Run 1, M1 wires:
Scale: 1.5 px per um. Supply wires on this layer in grey.
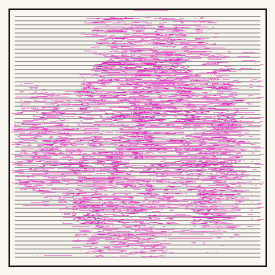
Run 1, clock distribution:
Scale: 2 px per um.
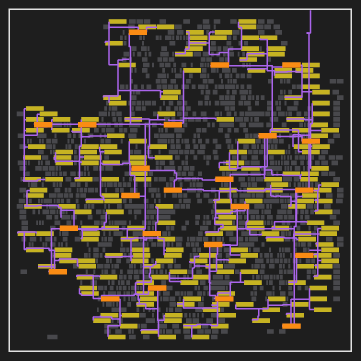
Run 1, the clock network:
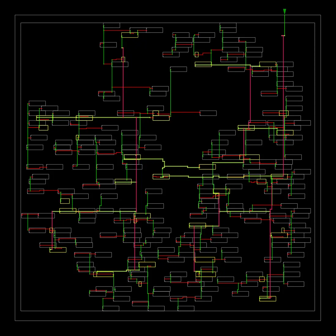
`config.mk`:
```
export PLATFORM = sky130hd
export DESIGN_NAME = video_timing_decoder_flat
export DESIGN_NICKNAME = d
export VERILOG_FILES = /design/src/rtl/video_timing_decoder_if.sv /design/src/rtl/video_timing_decoder.sv /design/src/flat_wrapper.sv
export SDC_FILE = /design/constraint.sdc
export NUM_CORES = 1
export LEC_CHECK = 0
export CAP_MARGIN = 20
export CORE_MARGIN = 3
export CORE_UTILIZATION = 40
export DETAILED_ROUTE_END_ITERATION = 10
export PLACE_DENSITY = 0.7
export SLEW_MARGIN = 20
export SYNTH_ARGS = -nofsm -noshare
export SYNTH_HDL_FRONTEND = slang
export SYNTH_SLANG_ARGS = --single-unit
```
`constraint.sdc`:
```
create_clock -name clk -period 3.35 [get_ports clk]
set_input_delay 0.5025 -clock clk [delete_from_list [all_inputs] [get_ports clk]]
set_output_delay 0.5025 -clock clk [all_outputs]
set_load 0.01 [all_outputs]
```
`src/rtl/video_timing_decoder_if.sv`:
```
// Video input bundle: sync/de stream into the decoder and the recovered coordinates/geometry.
`timescale 1ns/1ps
interface video_timing_decoder_if;
  logic        hsync;
  logic        vsync;
  logic        de;
  logic [15:0] x;
  logic [15:0] y;
  logic        visible;
  logic        line_start;
  logic        frame_start;
  logic [15:0] h_total;
  logic [15:0] h_active;
  logic [15:0] v_total;
  logic [15:0] v_active;
  logic        locked;

  modport master (
    output hsync, vsync, de,
    input  x, y, visible, line_start, frame_start,
    input  h_total, h_active, v_total, v_active, locked
  );

  modport slave (
    input  hsync, vsync, de,
    output x, y, visible, line_start, frame_start,
    output h_total, h_active, v_total, v_active, locked
  );
endinterface

```
`src/rtl/video_timing_decoder.sv`:
```
// Recovers pixel coordinates from an hsync/vsync/de stream, measures line/frame geometry and
// reports lock once the geometry repeats across consecutive frames.
`timescale 1ns/1ps
module video_timing_decoder #(
  parameter logic              H_SYNC_ACTIVE = 1'b1,
  parameter logic              V_SYNC_ACTIVE = 1'b1,
  parameter int unsigned       LOCK_FRAMES   = 2,
  parameter logic [15:0]       TIMEOUT_CLKS  = 16'd4096
) (
  input logic                   clk,
  input logic                   reset_n,
  video_timing_decoder_if.slave vid
);

  localparam logic [0:0] StUnlocked = 1'b0;
  localparam logic [0:0] StLocked   = 1'b1;
  localparam logic [7:0] LockCnt    = 8'(LOCK_FRAMES);

  function automatic logic [15:0] sat_inc(input logic [15:0] v);
    return (v == 16'hFFFF) ? v : v + 16'd1;
  endfunction

  logic        s_hs, s_vs, s_de, s_hs_prev, s_vs_prev, s_de_prev;
  logic        hs_rise, vs_rise, de_fall, timeout, cand_ok;
  logic [15:0] h_cnt, de_cnt, v_cnt, v_act_cnt, h_total_cur, h_active_last;
  logic [15:0] h_cnt_d, de_cnt_d, v_cnt_d, v_act_d, v_act_upd, h_total_d, h_active_d;
  logic [15:0] x_d, y_d;
  logic [1:0]  hs_seen, hs_seen_d;
  logic [7:0]  match_cnt, match_d;
  logic [63:0] prev, cand;
  logic [0:0]  state, state_d;

  // Raw sync levels are stored so an inverted-polarity input cannot fake an edge out of reset.
  assign hs_rise = (s_hs ~^ H_SYNC_ACTIVE) & ~(s_hs_prev ~^ H_SYNC_ACTIVE);
  assign vs_rise = (s_vs ~^ V_SYNC_ACTIVE) & ~(s_vs_prev ~^ V_SYNC_ACTIVE);
  assign de_fall = s_de_prev & ~s_de;

  always_comb begin
    timeout    = (h_cnt == TIMEOUT_CLKS) && !hs_rise;
    h_cnt_d    = hs_rise ? 16'd1 : sat_inc(h_cnt);
    h_total_d  = hs_rise ? h_cnt : h_total_cur;
    h_active_d = de_fall ? de_cnt : h_active_last;
    v_act_upd  = de_fall ? sat_inc(v_act_cnt) : v_act_cnt;
    v_act_d    = vs_rise ? 16'd0 : v_act_upd;

    hs_seen_d = hs_seen;
    if (timeout) begin
      hs_seen_d = 2'd0;
    end else if (hs_rise && hs_seen != 2'd2) begin
      hs_seen_d = hs_seen + 2'd1;
    end

    if (hs_rise) begin
      de_cnt_d = s_de ? 16'd1 : 16'd0;
    end else begin
      de_cnt_d = s_de ? sat_inc(de_cnt) : de_cnt;
    end

    // A coincident hsync edge is the first line of the new frame.
    if (vs_rise) begin
      v_cnt_d = hs_rise ? 16'd1 : 16'd0;
    end else begin
      v_cnt_d = hs_rise ? sat_inc(v_cnt) : v_cnt;
    end

    cand    = {h_total_d, h_active_d, v_cnt, v_act_upd};
    cand_ok = (hs_seen_d == 2'd2) && (h_total_d != 16'd0) && (h_active_d != 16'd0) &&
              (v_cnt != 16'd0) && (v_act_upd != 16'd0) && (cand == prev);

    match_d = match_cnt;
    if (timeout) begin
      match_d = 8'd0;
    end else if (vs_rise) begin
      match_d = !cand_ok ? 8'd0 : (match_cnt >= LockCnt) ? match_cnt : match_cnt + 8'd1;
    end

    state_d = state;
    if (timeout) begin
      state_d = StUnlocked;
    end else begin
      case (state)
        StUnlocked: if (match_cnt == LockCnt && !(vs_rise && !cand_ok)) state_d = StLocked;
        StLocked:   if (vs_rise && !cand_ok) state_d = StUnlocked;
        default:    state_d = StUnlocked;
      endcase
    end

    x_d = (s_de && !hs_rise) ? de_cnt : 16'd0;
    y_d = (s_de && !vs_rise) ? v_act_cnt : 16'd0;
  end

  always_ff @(posedge clk or negedge reset_n) begin
    if (!reset_n) begin
      s_hs            <= 1'b0;
      s_vs            <= 1'b0;
      s_de            <= 1'b0;
      s_hs_prev       <= 1'b0;
      s_vs_prev       <= 1'b0;
      s_de_prev       <= 1'b0;
      h_cnt           <= '0;
      de_cnt          <= '0;
      v_cnt           <= '0;
      v_act_cnt       <= '0;
      h_total_cur     <= '0;
      h_active_last   <= '0;
      hs_seen         <= '0;
      match_cnt       <= '0;
      prev            <= '0;
      state           <= StUnlocked;
      vid.x           <= '0;
      vid.y           <= '0;
      vid.visible     <= 1'b0;
      vid.line_start  <= 1'b0;
      vid.frame_start <= 1'b0;
      vid.h_total     <= '0;
      vid.h_active    <= '0;
      vid.v_total     <= '0;
      vid.v_active    <= '0;
      vid.locked      <= 1'b0;
    end else begin
      s_hs            <= vid.hsync;
      s_vs            <= vid.vsync;
      s_de            <= vid.de;
      s_hs_prev       <= s_hs;
      s_vs_prev       <= s_vs;
      s_de_prev       <= s_de;
      h_cnt           <= h_cnt_d;
      de_cnt          <= de_cnt_d;
      v_cnt           <= v_cnt_d;
      v_act_cnt       <= v_act_d;
      h_total_cur     <= h_total_d;
      h_active_last   <= h_active_d;
      hs_seen         <= hs_seen_d;
      match_cnt       <= match_d;
      state           <= state_d;
      vid.x           <= x_d;
      vid.y           <= y_d;
      vid.visible     <= s_de;
      vid.line_start  <= hs_rise;
      vid.frame_start <= vs_rise;
      vid.locked      <= (state_d == StLocked);
      if (vs_rise) begin
        prev         <= cand;
        vid.h_total  <= h_total_d;
        vid.h_active <= h_active_d;
        vid.v_total  <= v_cnt;
        vid.v_active <= v_act_upd;
      end
    end
  end

endmodule

```
`src/flat_wrapper.sv`:
```
// flat-port wrapper written by rule: the top's interface ports become plain ports
module video_timing_decoder_flat 
#(
  parameter logic              H_SYNC_ACTIVE = 1'b1,
  parameter logic              V_SYNC_ACTIVE = 1'b1,
  parameter int unsigned       LOCK_FRAMES   = 2,
  parameter logic [15:0]       TIMEOUT_CLKS  = 16'd4096
)
  (clk, reset_n, vid_hsync, vid_vsync, vid_de, vid_x, vid_y, vid_visible, vid_line_start, vid_frame_start, vid_h_total, vid_h_active, vid_v_total, vid_v_active, vid_locked);
  video_timing_decoder_if vid_i ();
  input logic clk;
  input logic reset_n;
  input wire logic [$bits(vid_i.hsync)-1:0] vid_hsync;
  input wire logic [$bits(vid_i.vsync)-1:0] vid_vsync;
  input wire logic [$bits(vid_i.de)-1:0] vid_de;
  output wire logic [$bits(vid_i.x)-1:0] vid_x;
  output wire logic [$bits(vid_i.y)-1:0] vid_y;
  output wire logic [$bits(vid_i.visible)-1:0] vid_visible;
  output wire logic [$bits(vid_i.line_start)-1:0] vid_line_start;
  output wire logic [$bits(vid_i.frame_start)-1:0] vid_frame_start;
  output wire logic [$bits(vid_i.h_total)-1:0] vid_h_total;
  output wire logic [$bits(vid_i.h_active)-1:0] vid_h_active;
  output wire logic [$bits(vid_i.v_total)-1:0] vid_v_total;
  output wire logic [$bits(vid_i.v_active)-1:0] vid_v_active;
  output wire logic [$bits(vid_i.locked)-1:0] vid_locked;
  assign vid_i.hsync = vid_hsync;
  assign vid_i.vsync = vid_vsync;
  assign vid_i.de = vid_de;
  assign vid_x = vid_i.x;
  assign vid_y = vid_i.y;
  assign vid_visible = vid_i.visible;
  assign vid_line_start = vid_i.line_start;
  assign vid_frame_start = vid_i.frame_start;
  assign vid_h_total = vid_i.h_total;
  assign vid_h_active = vid_i.h_active;
  assign vid_v_total = vid_i.v_total;
  assign vid_v_active = vid_i.v_active;
  assign vid_locked = vid_i.locked;
  video_timing_decoder #(.H_SYNC_ACTIVE(H_SYNC_ACTIVE), .V_SYNC_ACTIVE(V_SYNC_ACTIVE), .LOCK_FRAMES(LOCK_FRAMES), .TIMEOUT_CLKS(TIMEOUT_CLKS)) u_core (.clk(clk), .reset_n(reset_n), .vid(vid_i));
endmodule
```
==> results.json, run 1 <==
{
  "status": "finished clean",
  "die_h_um": 170,
  "drt-pass1-iter-count": 5,
  "finalCriticalPeriod_ps": 3310,
  "avgSynthCellArea_um2": 9.47,
  "timing.rr.end": "u_core.match_cnt[2]$_DFFE_PN0P_",
  "portBuffers": 104,
  "yosys_most_used_dff": "dfrtp_1",
  "power_frac_seq": 0.423,
  "grt_max_degree": 88,
  "endpoint": "u_core.match_cnt[2]$_DFFE_PN0P_",
  "place_congestion": 0.945,
  "internal_power_mw": 4.87,
  "ys_warn_count": 0,
  "worstRegToRegCells": 9,
  "path_class": "register to register",
  "power.switching_mw": 1.96,
  "worst-path-max-fanout": 8,
  "die_w_um": 170,
  "ys_sh_xor": 0.0786,
  "worst-path-stages": 9,
  "cts_root_buffer": "clkbuf_16",
  "finalInstanceArea_mm2": 0.0142,
  "startpoint": "u_core.s_de$_DFF_PN0_",
  "end_kind": "register",
  "drt_iter0_drc": 787,
  "yosysChipArea_mm2": 0.0108,
  "worst_slew_pin_slew_ps": 900,
  "grt_use_total": 0.226,
  "fp_util": 0.411,
  "grt.overflow.total": 0,
  "grt_use_met2": 0.366,
  "critical_path.cell_chain": "nor2b_4, buf_6, mux2i_4, xor2_1, nand4_1, or4b_4, or4_4, or4b_4, a22oi_2",
  "dp_hpwl_um": 24300,
  "pwr-share-comb": 0.208,
  "vias_per_cell": 5.46,
  "warning_count": 30,
  "wl_met2_um": 15300,
  "top_power_group": "sequential cells",
  "core_mm2": 0.0263,
  "synth-simple-area-share": 0.245,
  "top_area_cell": "dfrtp_1",
  "rsz0062_at_grt": "true",
  "antenna_found_initial": 0,
  "fp_nets": 1154,
  "cellPowerDensity_mw_per_mm2": 480,
  "setup_viol": 0,
  "crit_required_ps": 3770
}
Notes on 'M1 wires' above:
The longest straight run is 46.5 um. The layer carries 14900 um of wire. The wires run mostly horizontal. The layer holds 45% of the routed length.
Vias: 9319
grt met1 use: 0.323
routed wire length: 32800 um

Notes on 'clock distribution' above:
Orange shows clock-net drivers, count 23. Purple shows clock wires, length 2670 um. Yellow shows flip-flops, count 211.
Position of the flops: all over the die. There are 24 routed clock nets.
Power Clock: 2.52 mW
Clock Skew: 12.0 ps
Clock power frac: 0.369
clk latency late pin: 510 ps

Notes on 'the clock network' above:
Flop Count: 211
CTS Buf Count: 23

[run 1: area by class of cell]
type | instances | area, um^2 | area share
Inverter | 52 | 198 | 0.0139
Clock inverter | 10 | 106 | 0.00747
Sequential cell | 211 | 5280 | 0.371
Multi-Input combinational cell | 807 | 5260 | 0.369
Tap cell | 335 | 419 | 0.0294
Timing Repair Buffer | 260 | 2330 | 0.164
Clock buffer | 31 | 646 | 0.0453
[run 1: per-stage QoR]
step	hold WS, ps	cells	worst slack, ps	setup TNS [ps]
3_5_place_dp	424	1650	-100	-422
5_1_grt	52.2	1706	-36.7	-189
3_3_place_gp	420	1650	-95.2	-493
6_report	4.08	1706	42.1	0
4_1_cts	32.7	1691	17.2	0
2_1_floorplan	207	1140	150	0
Run 1, cell density map:
Scale: 2 px per um. The die is cut into 17 by 17 equal tiles; white is low, dark blue is high, 0 to 100% covered.
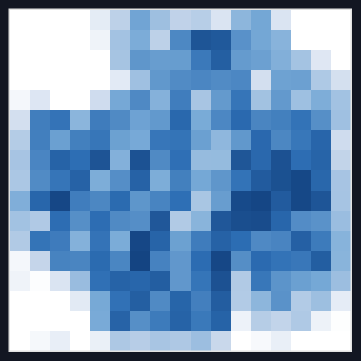

--- run 2 (diff from run 1) ---
--- a/config.mk
+++ b/config.mk
@@ -9,7 +9,6 @@
 export CORE_MARGIN = 3
 export CORE_UTILIZATION = 40
 export DETAILED_ROUTE_END_ITERATION = 10
-export PLACE_DENSITY = 0.7
 export SLEW_MARGIN = 20
 export SYNTH_ARGS = -nofsm -noshare
 export SYNTH_HDL_FRONTEND = slang
Run 2, cell density map:
Scale: 2 px per um. The die is cut into 17 by 17 equal tiles; white is low, dark blue is high, 0 to 100% covered.
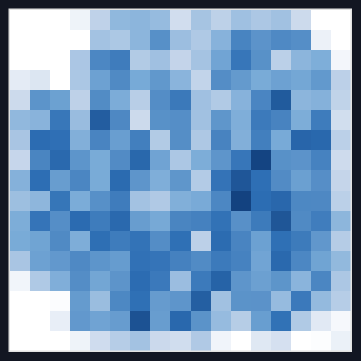
8.7% of the tiles are nearly empty. The fullest tile reaches 93%. The emptiest ninth of the die: north-west. 8.0% of the tiles are over 75% full. The mean over all tiles is 47%.
FP Util: 0.411
Layout Utilization: 0.538
Core ar.: 0.0263 mm^2

==> run 2 against run 1 <==
First-iteration DRC count rose by 2.3%. Flip-flop count did not move. Worst setup slack improved by 6.0 ps. Final cell count barely moved. Sequential power barely moved. Total power rose by 1.7%. Sequential share of layout area rose by 0.30 points. Utilization fell by 0.43 points. Synthesized cell count did not move. Worst hold slack improved by 12 ps. Largest cell class unchanged.
==> results.json, run 2 <==
{
  "portBuffers": 104,
  "finalInstanceArea_mm2": 0.0141,
  "top_area_cell": "dfrtp_1",
  "worst-path-stages": 9,
  "vias": 9417,
  "die_h_um": 170,
  "drt-pass1-iter-count": 5,
  "grt_use_met1": 0.341,
  "worst-path-max-fanout": 8,
  "setup_viol": 0,
  "clk-power_mw": 2.68,
  "internal_power_mw": 4.95,
  "clkPwrFrac": 0.385,
  "die_w_um": 170,
  "drt_wl_total_um": 33900,
  "pwr-share-comb": 0.201,
  "place_congestion": 0.955,
  "path_class": "register to register",
  "status": "finished clean",
  "endpoint": "u_core.match_cnt[1]$_DFFE_PN0P_",
  "cts_buffers": 25,
  "wl_met2_um": 15300,
  "yosys_most_used_dff": "dfrtp_1",
  "rsz0062_at_grt": "true",
  "timing.rr.end": "u_core.match_cnt[1]$_DFFE_PN0P_",
  "worstRegToRegCells": 9,
  "fp_nets": 1154,
  "synth-simple-area-share": 0.245,
  "finalCriticalPeriod_ps": 3300,
  "vias_per_cell": 5.52,
  "grt_max_degree": 101,
  "startpoint": "u_core.s_de$_DFF_PN0_",
  "cellPowerDensity_mw_per_mm2": 492,
  "antenna_found_initial": 0,
  "critical_path.cell_chain": "nor2b_4, buf_12, buf_4, o41ai_4, o31ai_1, nand4_1, or4_1, or4b_4, a22oi_1",
  "end_kind": "register",
  "yosysChipArea_mm2": 0.0108,
  "crit_required_ps": 3790,
  "skew_ps": 16.0,
  "cts_root_buffer": "clkbuf_16",
  "grt.overflow.total": 0,
  "grt_use_total": 0.232,
  "drt_iter0_drc": 805,
  "avgSynthCellArea_um2": 9.47
}
## run 2: cell type report
cell class	count	area (um^2)	area share
Clock buffer	35	693	0.0490
Sequential cell	211	5280	0.374
Multi-Input combinational cell	807	5120	0.363
Tap cell	335	419	0.0297
Clock inverter	10	115	0.00815
Inverter	52	198	0.0140
Timing Repair Buffer	257	2300	0.163
## run 2: stage by stage
step | setup WS (ps) | TNS [ps] | cells | power [mW] | hold WS, ps
2_1_floorplan | 150 | 0 | 1140 | 3.62 | 207
3_3_place_gp | -165 | -1150 | 1651 | 4.25 | 416
3_5_place_dp | -177 | -1330 | 1651 | 4.27 | 430
4_1_cts | 4.22 | 0 | 1696 | 6.97 | 55.6
5_1_grt | -16.5 | -44.7 | 1707 | 7.28 | 51.6
6_report | 48.1 | 0 | 1707 | 6.95 | 16.4
Run 2, M1 wires:
Scale: 1.5 px per um. Supply wires on this layer in grey.
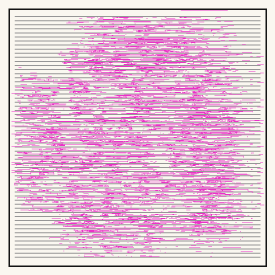

--- run 3 (diff from run 2) ---
--- a/config.mk
+++ b/config.mk
@@ -6,9 +6,12 @@
 export NUM_CORES = 1
 export LEC_CHECK = 0
 export CAP_MARGIN = 20
+export CORE_ASPECT_RATIO = 0.9
 export CORE_MARGIN = 3
-export CORE_UTILIZATION = 40
+export CORE_UTILIZATION = 52
 export DETAILED_ROUTE_END_ITERATION = 10
+export MAX_ROUTING_LAYER = met4
+export PLACE_DENSITY = 0.77
 export SLEW_MARGIN = 20
 export SYNTH_ARGS = -nofsm -noshare
 export SYNTH_HDL_FRONTEND = slang
Run 3, M1 wires:
Scale: 2 px per um. Supply wires on this layer in grey.
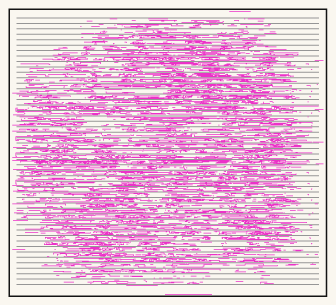
routed wire length: 32400 um
grt met1 use: 0.427
Vias: 9569

==> run 3 against run 2 <==
The flow now finishes with violations (hold timing). Total power fell by 2.3%. Worst hold slack got worse by 32 ps. Final area fell by 1.5%. Maximum frequency barely moved.
==> results.json, run 3 <==
{
  "status": "complete, but fails checks",
  "violations": "hold timing",
  "yosysChipArea_mm2": 0.0108,
  "worst_slew_pin_slew_ps": 945,
  "dp_slack_ps": -83.2,
  "drt_iter0_drc": 930,
  "whs_ps": -16.0,
  "fp_nets": 1154,
  "setup_ws_ps": 48.6,
  "clock_buffer_count": 30,
  "finalCriticalPeriod_ps": 3300,
  "path_class": "register to register",
  "pwr-share-comb": 0.215,
  "avgSynthCellArea_um2": 9.47,
  "startpoint": "u_core.v_act_cnt[15]$_DFF_PN0_",
  "cts_buffers": 22,
  "wl_met2_um": 14500,
  "top_power_group": "sequential cells",
  "synth-simple-area-share": 0.245,
  "ys_sh_xor": 0.0786,
  "die_h_um": 143,
  "clkPwrFrac": 0.363,
  "critical_path.cell_chain": "nand4_1, buf_4, o41ai_4, buf_4, nand3_1, o31ai_2, nand4_1, or4_4, or4b_4, a21boi_1",
  "ys_warn_count": 0,
  "finalInstanceArea_mm2": 0.0139,
  "hold_violations": 5,
  "internal_power_mw": 4.85,
  "dp.cells": 1567,
  "worstRegToRegCells": 10,
  "grt.overflow.total": 0,
  "worst-path-max-fanout": 8,
  "seq_area_frac": 0.380,
  "design.seq.count": 211,
  "top_area_cell": "dfrtp_1",
  "warning_count": 31,
  "power_frac_seq": 0.422,
  "drt-pass1-iter-count": 5
}
-- run 3: netlist changes by cell type in the layout (fill, tap and decap cells not counted), sizes merged --
cell	change
buf	-4
clkinvlp	-2
inv	-2
clkinv	+1
clkbuf	-4
-- run 3: path summary, 6_finish.rpt --
| check | end | slack [ps] |
|---|---|---|
| hold reg to reg | u_core.s_vs_prev$_DFF_PN0_ | 440 |
| setup / recovery | u_core.match_cnt[3]$_DFFE_PN0P_ | 50 |
| min in group clk | u_core.s_vs$_DFF_PN0_ | 440 |
| setup reg to reg | u_core.match_cnt[3]$_DFFE_PN0P_ | 50 |
| hold / removal | u_core.vid.x[12]$_DFF_PN0_ | -20 |
| max in group asynchronous | u_core.v_cnt[14]$_DFFE_PN0P_ | 2570 |
No activity file was given, so power comes from the tool's default toggle rates.
